===== src/rtl/adc_scan_scheduler.sv =====
// adc_scan_scheduler: ADC0808 multi-channel scan controller.
// Once per scan period, converts every channel enabled in a latched mask, in
// ascending order. Results go into an 8-entry result file that has per-channel
// unread ("fresh") flags.
module adc_scan_scheduler #(
  parameter int PULSE_CYCLES = 2,
  parameter int SCAN_PERIOD  = 1000,
  parameter int EOC_TIMEOUT  = 255
) (
  input  logic       clk,
  input  logic       reset,
  input  logic       enable,
  input  logic [7:0] ch_mask,
  input  logic       eoc,
  input  logic [7:0] adc_data,
  output logic [2:0] addr,
  output logic       ale,
  output logic       start,
  output logic       oe,
  output logic       sample_valid,
  output logic [2:0] sample_ch,
  output logic [7:0] sample_data,
  output logic       scan_done,
  output logic       timeout_err,
  input  logic [2:0] rd_ch,
  output logic [7:0] rd_data,
  output logic [7:0] rd_fresh,
  input  logic       rd_ack
);

  localparam int CNT_MAX = (PULSE_CYCLES > EOC_TIMEOUT) ? PULSE_CYCLES : EOC_TIMEOUT;
  localparam int CNT_W   = $clog2(CNT_MAX + 1);
  localparam int TMR_W   = (SCAN_PERIOD > 1) ? $clog2(SCAN_PERIOD) : 1;

  localparam logic [CNT_W-1:0] PULSE_LAST = CNT_W'(PULSE_CYCLES - 1);
  localparam logic [CNT_W-1:0] WAIT_LAST  = CNT_W'(EOC_TIMEOUT - 1);
  localparam logic [TMR_W-1:0] TMR_RELOAD = TMR_W'(SCAN_PERIOD - 1);

  typedef enum logic [2:0] {
    ST_IDLE, ST_SELECT, ST_START, ST_WAIT_LOW,
    ST_WAIT_HIGH, ST_READ1, ST_READ2, ST_NEXT
  } state_e;

  state_e           state_q, state_d;
  logic [2:0]       ch_q, ch_d;
  logic [7:0]       mask_q, mask_d;
  logic [CNT_W-1:0] cnt_q, cnt_d;
  logic [TMR_W-1:0] timer_q, timer_d;
  logic             eoc_meta_q, eoc_sync_q;
  logic [2:0]       addr_q, addr_d;
  logic             ale_q, ale_d;
  logic             start_q, start_d;
  logic             oe_q, oe_d;
  logic             sample_valid_q, sample_valid_d;
  logic [2:0]       sample_ch_q, sample_ch_d;
  logic [7:0]       sample_data_q, sample_data_d;
  logic             scan_done_q, scan_done_d;
  logic             timeout_err_q, timeout_err_d;
  logic [7:0]       result_q [8];
  logic [7:0]       result_d [8];
  logic [7:0]       fresh_q, fresh_d;
  logic             capture;
  logic [7:0]       upper_mask;

  // Index of the lowest set bit of a non-zero mask.
  function automatic logic [2:0] lowest_bit(input logic [7:0] m);
    logic [2:0] r;
    r = '0;
    for (int i = 7; i >= 0; i--) begin
      if (m[i]) r = 3'(i);
    end
    return r;
  endfunction

  // Mask bits strictly above the channel that was just converted.
  assign upper_mask = mask_q & (8'hFE << ch_q);

  // Next-state, scan sequencing, result-file and output-register logic.
  always_comb begin
    // NOTE: every signal assigned here gets a default first, so no path can infer a latch.
    state_d        = state_q;
    ch_d           = ch_q;
    mask_d         = mask_q;
    cnt_d          = cnt_q;
    timer_d        = (timer_q != '0) ? timer_q - 1'b1 : timer_q;
    timeout_err_d  = timeout_err_q;
    sample_valid_d = 1'b0;
    sample_ch_d    = sample_ch_q;
    sample_data_d  = sample_data_q;
    scan_done_d    = 1'b0;
    result_d       = result_q;
    fresh_d        = fresh_q;
    capture        = 1'b0;

    case (state_q)
      ST_IDLE: begin
        if (!enable) timeout_err_d = 1'b0;
        if (enable && (ch_mask != 8'h00) && (timer_q == '0)) begin
          mask_d  = ch_mask;
          timer_d = TMR_RELOAD;
          ch_d    = lowest_bit(ch_mask);
          state_d = ST_SELECT;
        end
      end
      ST_SELECT: begin
        cnt_d   = '0;
        state_d = ST_START;
      end
      ST_START: begin
        if (cnt_q == PULSE_LAST) begin
          cnt_d   = '0;
          state_d = ST_WAIT_LOW;
        end else begin
          cnt_d = cnt_q + 1'b1;
        end
      end
      ST_WAIT_LOW, ST_WAIT_HIGH: begin
        // One budget spans both wait phases; a missed EOC pulse ends here.
        if (cnt_q >= WAIT_LAST) begin
          timeout_err_d = 1'b1;
          state_d       = ST_NEXT;
        end else begin
          cnt_d = cnt_q + 1'b1;
          if (state_q == ST_WAIT_LOW && !eoc_sync_q) state_d = ST_WAIT_HIGH;
          if (state_q == ST_WAIT_HIGH && eoc_sync_q) state_d = ST_READ1;
        end
      end
      ST_READ1: state_d = ST_READ2;
      ST_READ2: begin
        capture           = 1'b1;
        result_d[ch_q]    = adc_data;
        sample_valid_d    = 1'b1;
        sample_ch_d       = ch_q;
        sample_data_d     = adc_data;
        state_d           = ST_NEXT;
      end
      ST_NEXT: begin
        if (upper_mask != 8'h00) begin
          ch_d    = lowest_bit(upper_mask);
          state_d = ST_SELECT;
        end else begin
          scan_done_d = 1'b1;
          state_d     = ST_IDLE;
        end
      end
      default: state_d = ST_IDLE;
    endcase

    // Capture is applied after the ack so it wins on the same channel.
    if (rd_ack) fresh_d[rd_ch] = 1'b0;
    if (capture) fresh_d[ch_q] = 1'b1;

    // Pin outputs are decoded from the next state so they come straight off flops.
    addr_d  = (state_d == ST_SELECT) ? ch_d : addr_q;
    ale_d   = (state_d == ST_START);
    start_d = (state_d == ST_START);
    oe_d    = (state_d == ST_READ1) || (state_d == ST_READ2);
  end

  // State, EOC synchronizer and all registered outputs.
  always_ff @(posedge clk or posedge reset) begin
    if (reset) begin
      state_q        <= ST_IDLE;
      ch_q           <= '0;
      mask_q         <= '0;
      cnt_q          <= '0;
      timer_q        <= '0;
      eoc_meta_q     <= 1'b0;
      eoc_sync_q     <= 1'b0;
      addr_q         <= '0;
      ale_q          <= 1'b0;
      start_q        <= 1'b0;
      oe_q           <= 1'b0;
      sample_valid_q <= 1'b0;
      sample_ch_q    <= '0;
      sample_data_q  <= '0;
      scan_done_q    <= 1'b0;
      timeout_err_q  <= 1'b0;
      // NOTE: the result file is reset because downstream readers may use rd_data before any scan.
      result_q       <= '{default: '0};
      fresh_q        <= '0;
    end else begin
      // NOTE: non-blocking assignments keep every flop sampling pre-edge values.
      state_q        <= state_d;
      ch_q           <= ch_d;
      mask_q         <= mask_d;
      cnt_q          <= cnt_d;
      timer_q        <= timer_d;
      eoc_meta_q     <= eoc;
      eoc_sync_q     <= eoc_meta_q;
      addr_q         <= addr_d;
      ale_q          <= ale_d;
      start_q        <= start_d;
      oe_q           <= oe_d;
      sample_valid_q <= sample_valid_d;
      sample_ch_q    <= sample_ch_d;
      sample_data_q  <= sample_data_d;
      scan_done_q    <= scan_done_d;
      timeout_err_q  <= timeout_err_d;
      result_q       <= result_d;
      fresh_q        <= fresh_d;
    end
  end

  assign addr         = addr_q;
  assign ale          = ale_q;
  assign start        = start_q;
  assign oe           = oe_q;
  assign sample_valid = sample_valid_q;
  assign sample_ch    = sample_ch_q;
  assign sample_data  = sample_data_q;
  assign scan_done    = scan_done_q;
  assign timeout_err  = timeout_err_q;
  assign rd_data      = result_q[rd_ch];
  assign rd_fresh     = fresh_q;

endmodule


===== config.mk =====
export PLATFORM = sky130hd
export DESIGN_NAME = adc_scan_scheduler
export DESIGN_NICKNAME = d
export VERILOG_FILES = /design/src/rtl/adc_scan_scheduler.sv
export SDC_FILE = /design/constraint.sdc
export NUM_CORES = 1
export LEC_CHECK = 0
export ABC_AREA = 1
export CAP_MARGIN = 20
export CORE_MARGIN = 2
export CORE_UTILIZATION = 57
export CTS_CLUSTER_SIZE = 16
export DETAILED_ROUTE_END_ITERATION = 8
export PLACE_DENSITY = 0.84
export SLEW_MARGIN = 30
export SYNTH_ARGS = -nofsm -noshare
export SYNTH_HDL_FRONTEND = slang
export SYNTH_SLANG_ARGS = --single-unit

===== constraint.sdc =====
create_clock -name clk -period 5 [get_ports clk]
set_input_delay 1 -clock clk [delete_from_list [all_inputs] [get_ports clk]]
set_output_delay 1 -clock clk [all_outputs]
set_load 0.005 [all_outputs]

### Ports around the boundary

(4 px per um) Pins as bars across the die edge, other pins in gray.
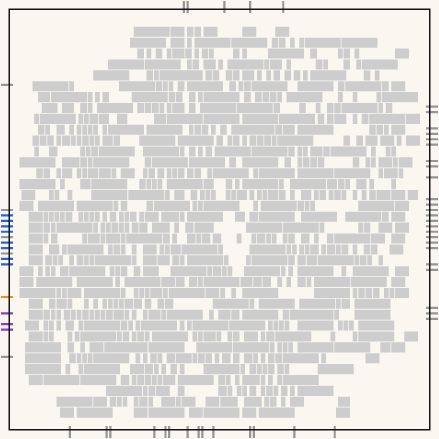
enable -> orange  # pins 1, direction input, edge left
addr -> purple  # pins 3, direction output, edge left
ch_mask -> blue  # pins 8, direction input, edge left

### Signal wires by layer

(3 px per um)
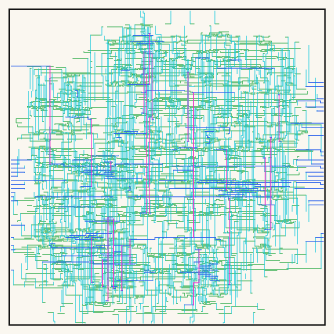
metal 2 -> cyan  # wire length 7440 um
metal 1 -> green  # wire length 5830 um
metal 3 -> blue  # wire length 996 um
metal 4 -> magenta  # wire length 489 um
final WL: 14.75 mm
via count: 5149

### Clock nets

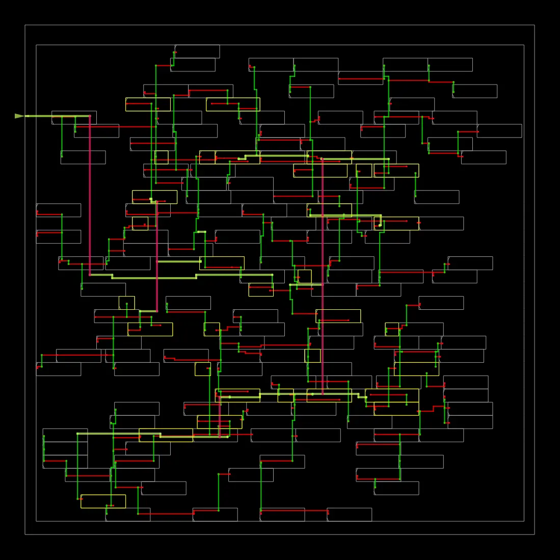
Clock group: 1.30 mW
latest clock arrival within the worst-skew pair: 0.53 ns
CLK BUF: 17
Max Clock Skew: 0.009077 ns
TritonCTS buffer count: 17

-- per-layer routing --
| metal | global-route usage | part of all wire | vias up |
|---|---|---|---|
| met4 | 0.1210 | 0.033 | 0 |
| met1 | 0.3404 | 0.39 | 2460 |
| li1 | - | - | 2401 |
| met3 | 0.06675 | 0.068 | 47 |
| met5 | 0 | 0 | - |
| met2 | 0.4759 | 0.50 | 241 |
-- power by group through the flow --
stage / clock network, mW / logic [mW] / registers, mW
final: 1.30 / 0.108 / 1.01
after CTS: 1.31 / 0.109 / 1.01
after detailed placement: 0 / 0.108 / 1.03
after global placement: 0 / 0.106 / 1.03
after global routing: 1.35 / 0.121 / 1.01
after floorplan: 0 / 0.0482 / 1.03
-- final cells by class --
class,count,area share
repair buffers,62,0.08654
multi-input cells,459,0.3172
clock inverters,15,0.03002
clock buffers,17,0.05846
inverters,86,0.04627
flip-flops and latches,124,0.4380
well taps,133,0.02349
-- path summary, 6_finish.rpt --
kind | startpoint | end | cells after the start
setup reg to reg | timer_q[0] | addr[0] | 13
hold reg to reg | eoc_meta_q | eoc_sync_q | 0
min in group asynchronous | reset | timeout_err | 2
max in group asynchronous | reset | result_q[46] | 3
setup / recovery | rd_ch[0] | rd_data[6] | 7
hold / removal | eoc_meta_q | eoc_sync_q | 0
-- cell families (layout without fill, tap and decap cells) --
kind of cell,count (synthesis),in the layout,share of synthesized area
simple gates,280,280,0.2092
compound gates,172,172,0.1657
flops,124,124,0.5364
buf+inv,108,180,0.07549
fa+ha+maj,4,4,0.008653
xor+xnor,3,3,0.004543
-- sequential cells by signal, summed over array words and instances (netlist names), 3 cells and up --
signal / cells
timer_q: 10
addr: 3
rd_fresh: 8
state_q: 3
sample_ch: 3
ch_q: 3
cnt_q: 8
result_q: 64
sample_data: 8
mask_q: 7
==> impl_metrics.tcl <==
# metrics dict for downstream scripts
set metrics [dict create \
    grt_pass1_vias 4999 \
    dr.pass1.iters 6 \
    maxSlewViolCount 0 \
    io_buffers 59 \
    ys_types 35 \
    grt_pass1_wl_mm 24.24 \
    grt_max_degree 86 \
    post_cts_resized 0 \
    slew_headroom 0.4916 \
    final_antenna_net_count 0 \
    end_kind "primary output" \
    vias_per_cell 5.747 \
    layout_min_cycle_time_ns 4.288 \
    final_cell_area_um2 7084 \
    flop_cell "dfrtp_1" \
    cts_setup_buffers 0 \
    grt_overflow 0 \
    mappedNetlistArea_um2 5784 \
    cts.sinks 124 \
    ctsLongestPathBuffers 2 \
    outcome "finished clean" \
    crit_family "buffers and inverters" \
    final_cell_mix "175 x nand2_1, 124 x dfrtp_1, 80 x o21ai_0, 75 x inv_1, 59 x clkdlybuf4s50_1" \
    p_clk_frac 0.538 \
    diodes 0 \
    max_freq_mhz 233.2 \
    p_leak_nw 3.429 \
    yosys-stat-area_um2 5784 \
    crit_path_frequent_cell "clkdlybuf4s50_1" \
    max_stage_delay_ns 0.53 \
    syn_to_final_growth_pct 22.47 \
    p_per_area_nw_per_um2 341.8 \
    drive_gt1_frac 0.09305 \
    arrival_ns 3.29 \
    seqCellArea_um2 3103 \
    htreeDepth 4 \
    synth_warnings 0 \
    antenna_found_initial 0 \
    cp_data_required_time_ns 4.00 \
    finalHoldViolations 0 \
    ys_seq_elements 124 \
    path_cells "clkdlybuf4s50_1 -> buf_4 -> inv_1 -> a21oi_1 -> o21ai_0 -> o2111ai_1 -> clkdlybuf4s50_1" \
    post-route-util 0.7215 \
    synth_seq_share 0.5364 \
    finalSetupTns_ns 0 \
    post_dp_cell_area_um2 6455 \
    ys_cells 691 \
    path_buffers 4 \
    syn-num-nets 719 \
    die-height_um 104.7 \
    ios 60 \
    avgSynthCellArea_um2 8.371 \
    chip_area_um2 10970 \
    nNetsFinal 778 \
    cap_viol_max_count 0 \
    comb_area_um2 2247 \
    area_leaders "dfrtp_1 54%, nand2_1 11%, o21ai_0 6.9%, inv_1 4.9%, nor2_1 3.0%" \
    n_fill_cell 722 \
    crit_path_start_kind "input port" \
    grt_use_total 0.2799 \
    clock-root-buffer "clkbuf_8" \
    worst-path-max-fanout 42 \
    fp-utilization 0.5891 \
    drc_errors 0 \
    place_hpwl_mm 9.772 \
    power_frac_seq 0.417 \
    path_class "input port to primary output" \
    log.warning_count 28 \
    rsz0062_at_grt "false" \
    first_iter_violations 401 \
    cts_tree "done" \
    most_common_cell "nand2_1" \
    async_flop_share 1.000 \
    finalSetupViolCount 0 \
    peakVddDrop_uv 220.8 \
    core_area_um2 9819 \
    largest_area_cell "dfrtp_1" \
    die_w_um 104.7 \
    routabilityCongestion 0.8995 \
    clkTransAtPathRegs_ns 0.06 \
    instances_no_fill 896 \
    hold_path_class "flop to flop" \
    slowest_stage "clkdlybuf4s50_1" \
    fin_hold_ws_ns 0.3434 \
    preCtsSetupSlack_ns 0.7604 \
    top_cells_by_count "175 x nand2_1, 124 x dfrtp_1, 80 x o21ai_0, 76 x inv_1, 46 x nor2_1" \
    swShare 0.2273 \
    mostFrequentLayoutCell "nand2_1" \
    setup_slack_ns 0.7122 \
    rows 36 \
    p_int_mw 1.871 \
    r2r_setup_slack_ns 2.72 \
    tightest_slew_ns 0.7626 \
    placed_cells 864 \
    p_comb_frac 0.045 \
    fin_total_pwr_mw 2.421 \
    ctsHoldBuffers 0 \
    finalClockPeriodUsage 0.8576 \
    switching_power_mw 0.5504 \
    synthCells 691 \
    wire_per_inst_um 16.46 \
    yosysTopAreaCellShare 0.5364 \
    synth-edff-count 0 \
]
Power is estimated from default activity; no workload was simulated.
